`src/rtl/compare_debounce.sv`:
```
// Debounces a stream of gt/lt/eq comparator flags into a hysteretic "above" level,
// with rise/fall pulses and a saturating rise counter. Optional macro: COMPARE_DEBOUNCE_EQ_NEUTRAL_EN.
`timescale 1ns/1ps

module compare_debounce #(
  parameter int DEBOUNCE = 4,
  parameter int CNT_W    = 8
) (
  input  logic             clk,
  input  logic             rst_n,
  input  logic             in_valid,
  input  logic             gt,
  input  logic             lt,
  input  logic             eq,
  input  logic             cnt_clr,
  output logic             out_high,
  output logic             rise,
  output logic             fall,
  output logic [CNT_W-1:0] rise_count,
  output logic             err
);

  typedef enum logic [1:0] {LOW, ARM_HIGH, HIGH, ARM_LOW} state_t;

  localparam logic [3:0] DEB = 4'(DEBOUNCE);

  state_t     state, state_nx;
  logic [3:0] run, run_nx, run_inc;
  logic       rise_nx, fall_nx;
  logic       legal, above, below, done;

  assign legal = (gt & ~lt & ~eq) | (~gt & lt & ~eq) | (~gt & ~lt & eq);
  assign above = in_valid & legal & gt;
`ifdef COMPARE_DEBOUNCE_EQ_NEUTRAL_EN
  // Equality is neutral: it neither advances nor breaks a run.
  assign below = in_valid & legal & lt;
`else
  assign below = in_valid & legal & (lt | eq);
`endif

  assign run_inc = run + 4'd1;
  assign done    = (run_inc == DEB);

  // NOTE: every output of this block gets a default first, so no path can infer a latch.
  always_comb begin
    state_nx = state;
    run_nx   = run;
    rise_nx  = 1'b0;
    fall_nx  = 1'b0;
    case (state)
      LOW: if (above) begin
        if (DEB == 4'd1) begin
          state_nx = HIGH;
          rise_nx  = 1'b1;
        end else begin
          state_nx = ARM_HIGH;
          run_nx   = 4'd1;
        end
      end
      ARM_HIGH: if (above) begin
        if (done) begin
          state_nx = HIGH;
          rise_nx  = 1'b1;
          run_nx   = 4'd0;
        end else begin
          run_nx = run_inc;
        end
      end else if (below) begin
        state_nx = LOW;
        run_nx   = 4'd0;
      end
      HIGH: if (below) begin
        if (DEB == 4'd1) begin
          state_nx = LOW;
          fall_nx  = 1'b1;
        end else begin
          state_nx = ARM_LOW;
          run_nx   = 4'd1;
        end
      end
      ARM_LOW: if (below) begin
        if (done) begin
          state_nx = LOW;
          fall_nx  = 1'b1;
          run_nx   = 4'd0;
        end else begin
          run_nx = run_inc;
        end
      end else if (above) begin
        state_nx = HIGH;
        run_nx   = 4'd0;
      end
      default: begin
        state_nx = LOW;
        run_nx   = 4'd0;
      end
    endcase
  end

  // NOTE: sequential state uses non-blocking assignments so every register samples pre-edge values.
  always_ff @(posedge clk or negedge rst_n) begin
    if (!rst_n) begin
      state      <= LOW;
      run        <= 4'd0;
      out_high   <= 1'b0;
      rise       <= 1'b0;
      fall       <= 1'b0;
      err        <= 1'b0;
      rise_count <= '0;
    end else begin
      state    <= state_nx;
      run      <= run_nx;
      out_high <= (state_nx == HIGH) || (state_nx == ARM_LOW);
      rise     <= rise_nx;
      fall     <= fall_nx;
      err      <= in_valid & ~legal;
      // Clear takes priority over a coincident rise.
      if (cnt_clr)
        rise_count <= '0;
      else if (rise_nx && (rise_count != '1))
        rise_count <= rise_count + CNT_W'(1);
    end
  end

endmodule

```
`config.mk`:
```
export PLATFORM = sky130hd
export DESIGN_NAME = compare_debounce
export DESIGN_NICKNAME = d
export VERILOG_FILES = /design/src/rtl/compare_debounce.sv
export SDC_FILE = /design/constraint.sdc
export NUM_CORES = 1
export LEC_CHECK = 0
export ABC_AREA = 1
export CELL_PAD_IN_SITES_DETAIL_PLACEMENT = 1
export CELL_PAD_IN_SITES_GLOBAL_PLACEMENT = 1
export CORE_ASPECT_RATIO = 0.6
export CORE_MARGIN = 2
export CORE_UTILIZATION = 40
export DETAILED_ROUTE_END_ITERATION = 12
export PLACE_DENSITY_LB_ADDON = 0.1
export SETUP_SLACK_MARGIN = 0.02
export SLEW_MARGIN = 0
export SYNTH_ARGS = -nofsm -noshare
export SYNTH_HDL_FRONTEND = slang
export SYNTH_SLANG_ARGS = --single-unit
```
`constraint.sdc`:
```
create_clock -name clk -period 3.5 [get_ports clk]
set_clock_uncertainty 0.15 [all_clocks]
set_input_delay 0.35 -clock clk [delete_from_list [all_inputs] [get_ports clk]]
set_output_delay 0.35 -clock clk [all_outputs]
set_load 0.005 [all_outputs]
```
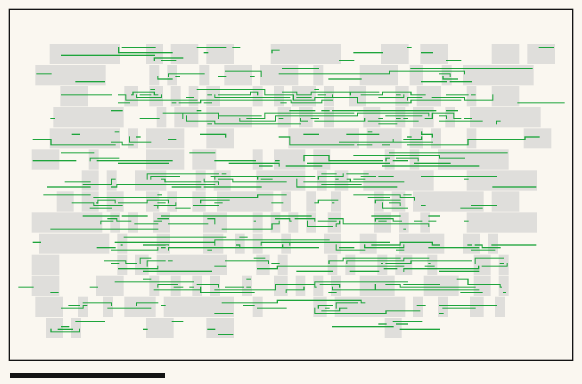
run_1/m1.png
Bar = 20 um. Cells faint in the background.
longest straight run: 21.2 um
nets with wire on the layer: 154
final WL: 3000 um
grt met1 use: 0.294
DR vias: 1009

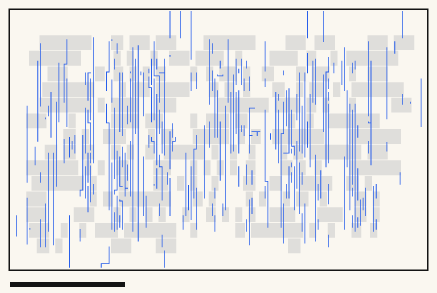
run_1/m2.png
Bar = 20 um. Cells faint in the background.
longest straight run: 34.0 um
main direction: vertical
wire length on this layer: 1400 um
share of all routed wire: 47%
nets with wire on the layer: 149

==> job_summary.md, run 1 <==
## Synthesis and layout report

| Metric | Value |
|---|---|
| Power, Total | 0.000598 W |
| H-tree depth | 1 |
| GPL Wtd Cong | 0.843 |
| Non-filler cells, final | 194 |
| Place WS | 1.38 ns |
| Die area | 3270 sq um |
| RSZ-0062 raised after global routing | no |
| M1 WL | 1460 um |
| R2r setup slk | 1.57 ns |
| Placed Area | 1340 sq um |
| Sequential share of cell area | 0.322 |
| Worst-path fanout max | 9 |
| Simple Share, Synth | 0.410 |
| Number of global-route vias before repair | 1077 |
| Netlist cell types | 27 |
| Clk buf depth | 2 |
| CTS sink cnt | 18 |
| Synth Flop Type | dfrtp_1 |
| Floorplan utilization | 0.435 |
| Status | finished clean |
| Area growth from synthesis to layout | 24.0% |
| Hold buffers post-CTS | 0 |
| Post-Syn Area per Cell | 8.00 sq um |
| MUX share of area | 0 |
| Sequential cells | 18 |
| Crit. End Element | register |
| Max cap viols | 0 |
| Yosys stat cell total | 141 |
| I/O pin cnt | 19 |
| CTS clk-pin slew, worst paths | 0.08 ns |
| Comb area share | 0.427 |
| Crit path max-delay cell type | dfrtp_1 |
| CP bufs+invs | 2 |
| Slew Viols, Final | 0 |
| Post-cts resize count | 0 |
| Post-synthesis async set-or-reset flop share | 1.00 |
| Flop area | 450 sq um |
| Num CTS Buffers | 3 |
| CLK BUF | 4 |
| Post-DP HPWL | 2460 um |
| Signal buf overhead | 0.129 |
| Fmax | 519 MHz |
| PD cells | 428 nW/um^2 |
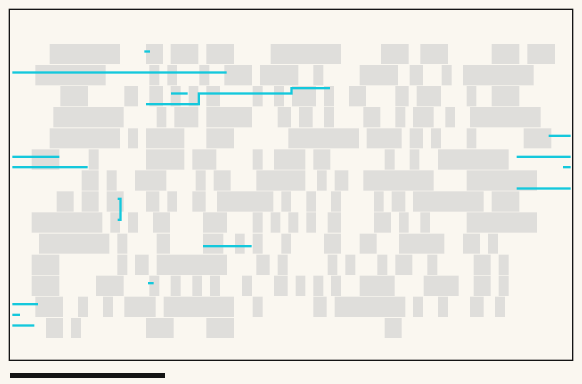
run_1/m3.png
Bar = 20 um. Cells faint in the background.
share of all routed wire: 3.4%
longest straight run: 27.4 um
main direction: horizontal
nets with wire on the layer: 15
wire length on this layer: 102 um

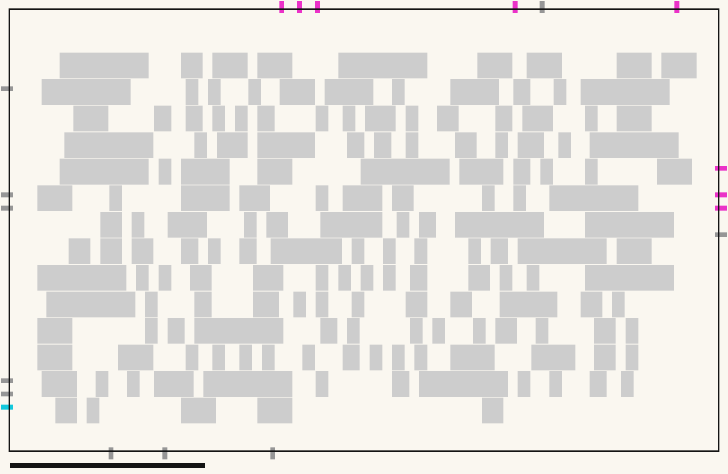
run_1/pinout.png
Bar = 20 um. Pins as bars across the die edge, other pins in grey.
[`rise_count`] magenta | pins: 8 | direction: output | edge: 5 north, 3 east
[`eq`] cyan | pins: 1 | direction: input | edge: west
all pins by edge: 6 west, 6 north, 4 east, 3 south
Port Buffers: 18
die width: 72.5 um
Die Ht: 45.1 um

==> run 1: synth_stat cells, types with 2 or more instances <==
cell type  number  area share
dfrtp_1        18        0.40
ha_1            3       0.033
inv_1          17       0.057
inv_2           3       0.010
nand2_1        37        0.12
nand2_2         5       0.028
nand3_1        15       0.067
nand4_1         5       0.028
nor2_1          9       0.030
nor2_2          3       0.017
nor2_4          2       0.020
nor3_4          2       0.029
o21ai_0         2      0.0089
o22ai_1         4       0.022
xor2_1          4       0.031
==> run 1: sequential cells by signal, summed over array words and instances (netlist names) <==
signal and flops:
err 1, fall 1, out_high 1, rise 1
rise_count 8, run 4, state 2
==> run 1: where the power goes <==
group          switching (W)  internal, W
Combinational       0.000104    0.0000557
Clock              0.0000745     0.000100
Sequential         0.0000308     0.000233
==> run 2, diff against run 1 <==
- CORE_UTILIZATION: 40 -> 34
- clock period: 3.5 -> 1.6 ns (I/O delays scaled with it)
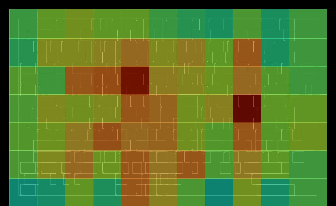
run_2/congestion_map.png
gr busiest metal: met2
routed len/inst: 16.2 um
overall routing resource usage: 0.207
grt met1 use: 0.302
global-route met2 utilization: 0.315

==> run 2 against run 1 <==
The run now ends with negative setup slack left; largest cell class unchanged; highest routed layer unchanged; critical endpoint is now rise_count[0]; global-route usage shrank 1.1 points; wire length grew 29%; via count grew 16%.
==> job_summary.md, run 2 <==
## Synthesis and layout report

| Metric | Value |
|---|---|
| Die area | 3810 sq um |
| Pint | 0.000975 W |
| Yosys stat cell total | 141 |
| RSZ-0062 raised after global routing | yes |
| CTS sink cnt | 18 |
| Placed Area | 1500 sq um |
| Synth top area share | 0.400 |
| Flip-flop count of the largest register after layout | 8 |
| Max cap viols | 0 |
| Status | complete, but fails checks |
| Number of global-route vias before repair | 1201 |
| Seq group | 0.000568 W |
| Non-filler cells, final | 239 |
| Clk pwr | 0.000391 W |
| Registers with the most flip-flops | rise_count (8), run (4), state (2) |
| CLK BUF | 4 |
| Most flops, register | rise_count |
| Final tally of setup violations | 13 |
| Die width | 78.3 um |
| Flop area | 452 sq um |
| Violated checks | negative setup slack |
| I/O pin cnt | 19 |
| Sequential share of cell area | 0.256 |
| Comb area share | 0.384 |
| Clk buf depth | 2 |
| Top cells by count, synth | nand2_1, dfrtp_1, inv_1 |
| Simple Share, Synth | 0.410 |
| Port Buffers | 18 |
| NetSw | 0.000536 W |
| Netlist cell types | 27 |
| Post-DP HPWL | 2580 um |
| Power, Total | 0.00151 W |
| PD cells | 857 nW/um^2 |
| CTS clk-pin slew, worst paths | 0.07 ns |
| Clk network pwr share | 0.259 |
| Setup ws final | -0.131 ns |
| Post-synthesis async set-or-reset flop share | 1.00 |
| M1 WL | 1830 um |
| Sequential share of power | 0.376 |
| Worst-path fanout max | 5 |
| Top Consumer | sequential cells |
| Post-Syn Area per Cell | 8.00 sq um |
| Fmax | 578 MHz |
| Num CTS Buffers | 3 |
| Hold buffers post-CTS | 0 |
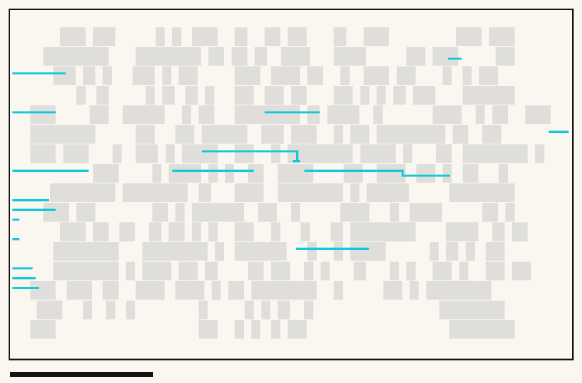
run_2/m3.png
Bar = 20 um. Cells faint in the background.
longest straight run: 13.6 um
wire length on this layer: 112 um
nets with wire on the layer: 15
grt met3 use: 0.0429
final WL: 3870 um
DR vias: 1170

## run 2: cell counts after synthesis
No cell type changed its count.
## run 2: per-stage QoR
step	TNS, ns	hold WS [ns]	utilization
after floorplan	0	-0.286	-
after global placement	-1.79	0.370	0.468
after detailed placement	-2.85	0.374	0.468
after CTS	-0.635	0.0947	0.509
after global routing	-2.35	0.117	0.551
final	-1.10	0.0834	0.551
## run 2: critical path, cell delays in order (launching register included)
cell     delay [ns]
dfrtp_1        0.42
ha_4           0.18
inv_2          0.05
nand2_2        0.05
nand2_2        0.07
inv_2          0.05
nor3_4         0.28
nand3_4        0.15
nand3_1        0.13
nand2_1        0.08
## run 2: timing repair
action	4_1_cts	5_1_grt
setup buffers	5	9
gates cloned	1	0
endpoints found under the setup margin	18	23
pin swaps	8	9
gates resized	8	17
==> run 3, diff against run 2 <==
- CELL_PAD_IN_SITES_DETAIL_PLACEMENT: 1 -> default
- CELL_PAD_IN_SITES_GLOBAL_PLACEMENT: 1 -> default
- CORE_UTILIZATION: 34 -> 40
- PLACE_DENSITY: default -> 0.65
- PLACE_DENSITY_LB_ADDON: 0.1 -> default
- REMOVE_ABC_BUFFERS: default -> 1
- SLEW_MARGIN: 0 -> default
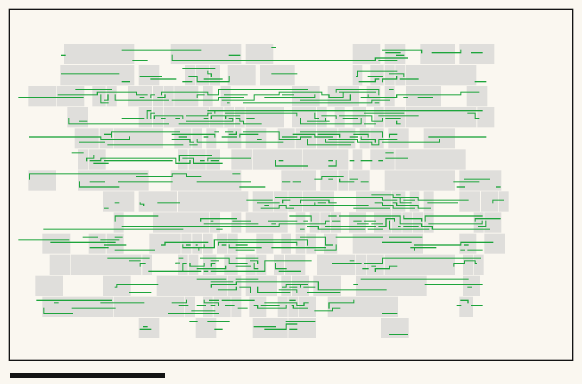
run_3/m1.png
Bar = 20 um. Cells faint in the background.
main direction: horizontal
wire length on this layer: 1310 um
nets with wire on the layer: 169
DR vias: 1058
grt met1 use: 0.255
final WL: 2600 um

==> run 3 against run 2 <==
The run still ends with negative setup slack left; combinational power fell by 21%; global-route usage down 2.9 points; wire length is 33% lower; clock power shrank about 20%; sequential power is 2% lower; flip-flop count stayed put; synthesized cell count unchanged; cell area shrank 11%; critical path type unchanged; largest cell class unchanged.
==> job_summary.md, run 3 <==
## Synthesis and layout report

| Metric | Value |
|---|---|
| Status | complete, but fails checks |
| Violated checks | negative setup slack |
| Pint | 0.000856 W |
| Sequential share of power | 0.426 |
| Die width | 72.5 um |
| Crit path max-delay cell type | dfrtp_1 |
| Flip-flop count of the largest register after layout | 8 |
| Netlist cell types | 27 |
| Cell depth of the worst setup path | 8 |
| R2r setup slk | -0.006 ns |
| Post-Syn Area per Cell | 8.00 sq um |
| CTS clk-pin slew, worst paths | 0.06 ns |
| Top cells, area | dfrtp_1, nand2_1, nand3_1, inv_1, ha_1 |
| Floorplan utilization | 0.435 |
| Die area | 3270 sq um |
| Clk pwr | 0.000311 W |
| Die Ht | 45.1 um |
| RSZ-0062 raised after global routing | yes |
| Worst path max stage delay | 0.36 ns |
| NetSw | 0.000444 W |
| Area growth from synthesis to layout | 39.6% |
| Overall routing resource usage | 0.178 |
| Comb area share | 0.406 |
| Seq group | 0.000554 W |
| Post-DP HPWL | 1980 um |
| Final tally of setup violations | 2 |
| Number of global-route vias before repair | 937 |
| Net Sw Frac | 0.342 |
| P_comb | 0.000436 W |
| Sequential share of cell area | 0.287 |
| Place WS | -0.150 ns |
| H-tree depth | 1 |
| CTS sink cnt | 18 |
| Hold_ws | 0.0932 ns |
| Slew Viols, Final | 0 |
| CP bufs+invs | 2 |
| Post-layout util | 0.607 |
| Hold buffers post-CTS | 0 |
| I/O pin cnt | 19 |
| Sequential cells | 18 |
| Simple Share, Synth | 0.410 |
| Routed len/inst | 12.3 um |
| Setup TNS | -0.00713 ns |
| Synth top cell by count | nand2_1 |
| Synth top area share | 0.400 |
| Clk network pwr share | 0.239 |
| Max cap viols | 0 |
| Yosys stat cell total | 141 |
| Setup ws final | -0.00629 ns |
| Num CTS Buffers | 3 |
| Synth Seq Share | 0.400 |
| Most flops, register | rise_count |
| Power, Total | 0.00130 W |
| Crit. End Element | register |
| Top Consumer | sequential cells |
| Placed Area | 1460 sq um |
| Cell type with the largest total area | dfrtp_1 |
| CLK BUF | 3 |
| Comb pwr share | 0.335 |
| Signal buf overhead | 0.207 |
| Delay-heaviest family, CP | simple AND/OR/NAND/NOR gates |
| Cell Chain, Critical Path | buf_4 -> ha_1 -> inv_2 -> nor3_4 -> nand3_4 -> nand2_4 -> nand2_1 -> nand2_1 |
| Top cells by count, synth | nand2_1, dfrtp_1, inv_1 |
| Registers with the most flip-flops | rise_count (8), run (4), state (2) |
| MUX share of area | 0 |
| PD cells | 826 nW/um^2 |
| Non-filler cells, final | 211 |
| Clk buf depth | 2 |
| GPL Wtd Cong | 0.906 |
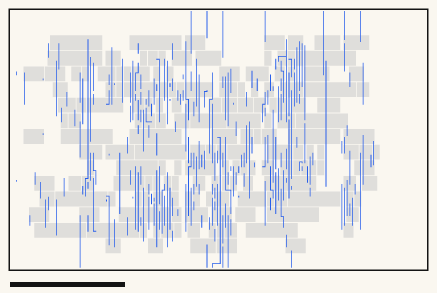
run_3/m2.png
Bar = 20 um. Cells faint in the background.
main direction: vertical
longest straight run: 24.1 um
nets with wire on the layer: 153
global-route met2 utilization: 0.271

run 3: cell counts after synthesis:
No cell type changed its count.
run 3: worst min-delay path by stage:
stage	from	end	slack [ns]
detailed placement	rst_n	out_high	0.37
global route	rst_n	out_high	0.10
global placement	rst_n	fall	0.36
CTS	rst_n	rise_count[5]	0.09
floorplan	rst_n	err	-0.29
finish	rst_n	rise_count[5]	0.09
run 3: per-layer routing:
layer / up-vias / share of wire / track usage
li1: 540 / - / -
met1: 485 / 0.50 / 0.255
met2: 30 / 0.43 / 0.271
met3: 3 / 0.059 / 0.0469
met4: 0 / 0.0058 / 0.0444
met5: - / 0 / 0
run 3: repair_timing:
item	in CTS	in global routing
gates cloned	1	0
pin swaps	8	1
endpoints found under the setup margin	9	19
buffers inserted	2	0
hold endpoints to repair	0	0
resized	6	14
Power and IR drop assume default switching activity.
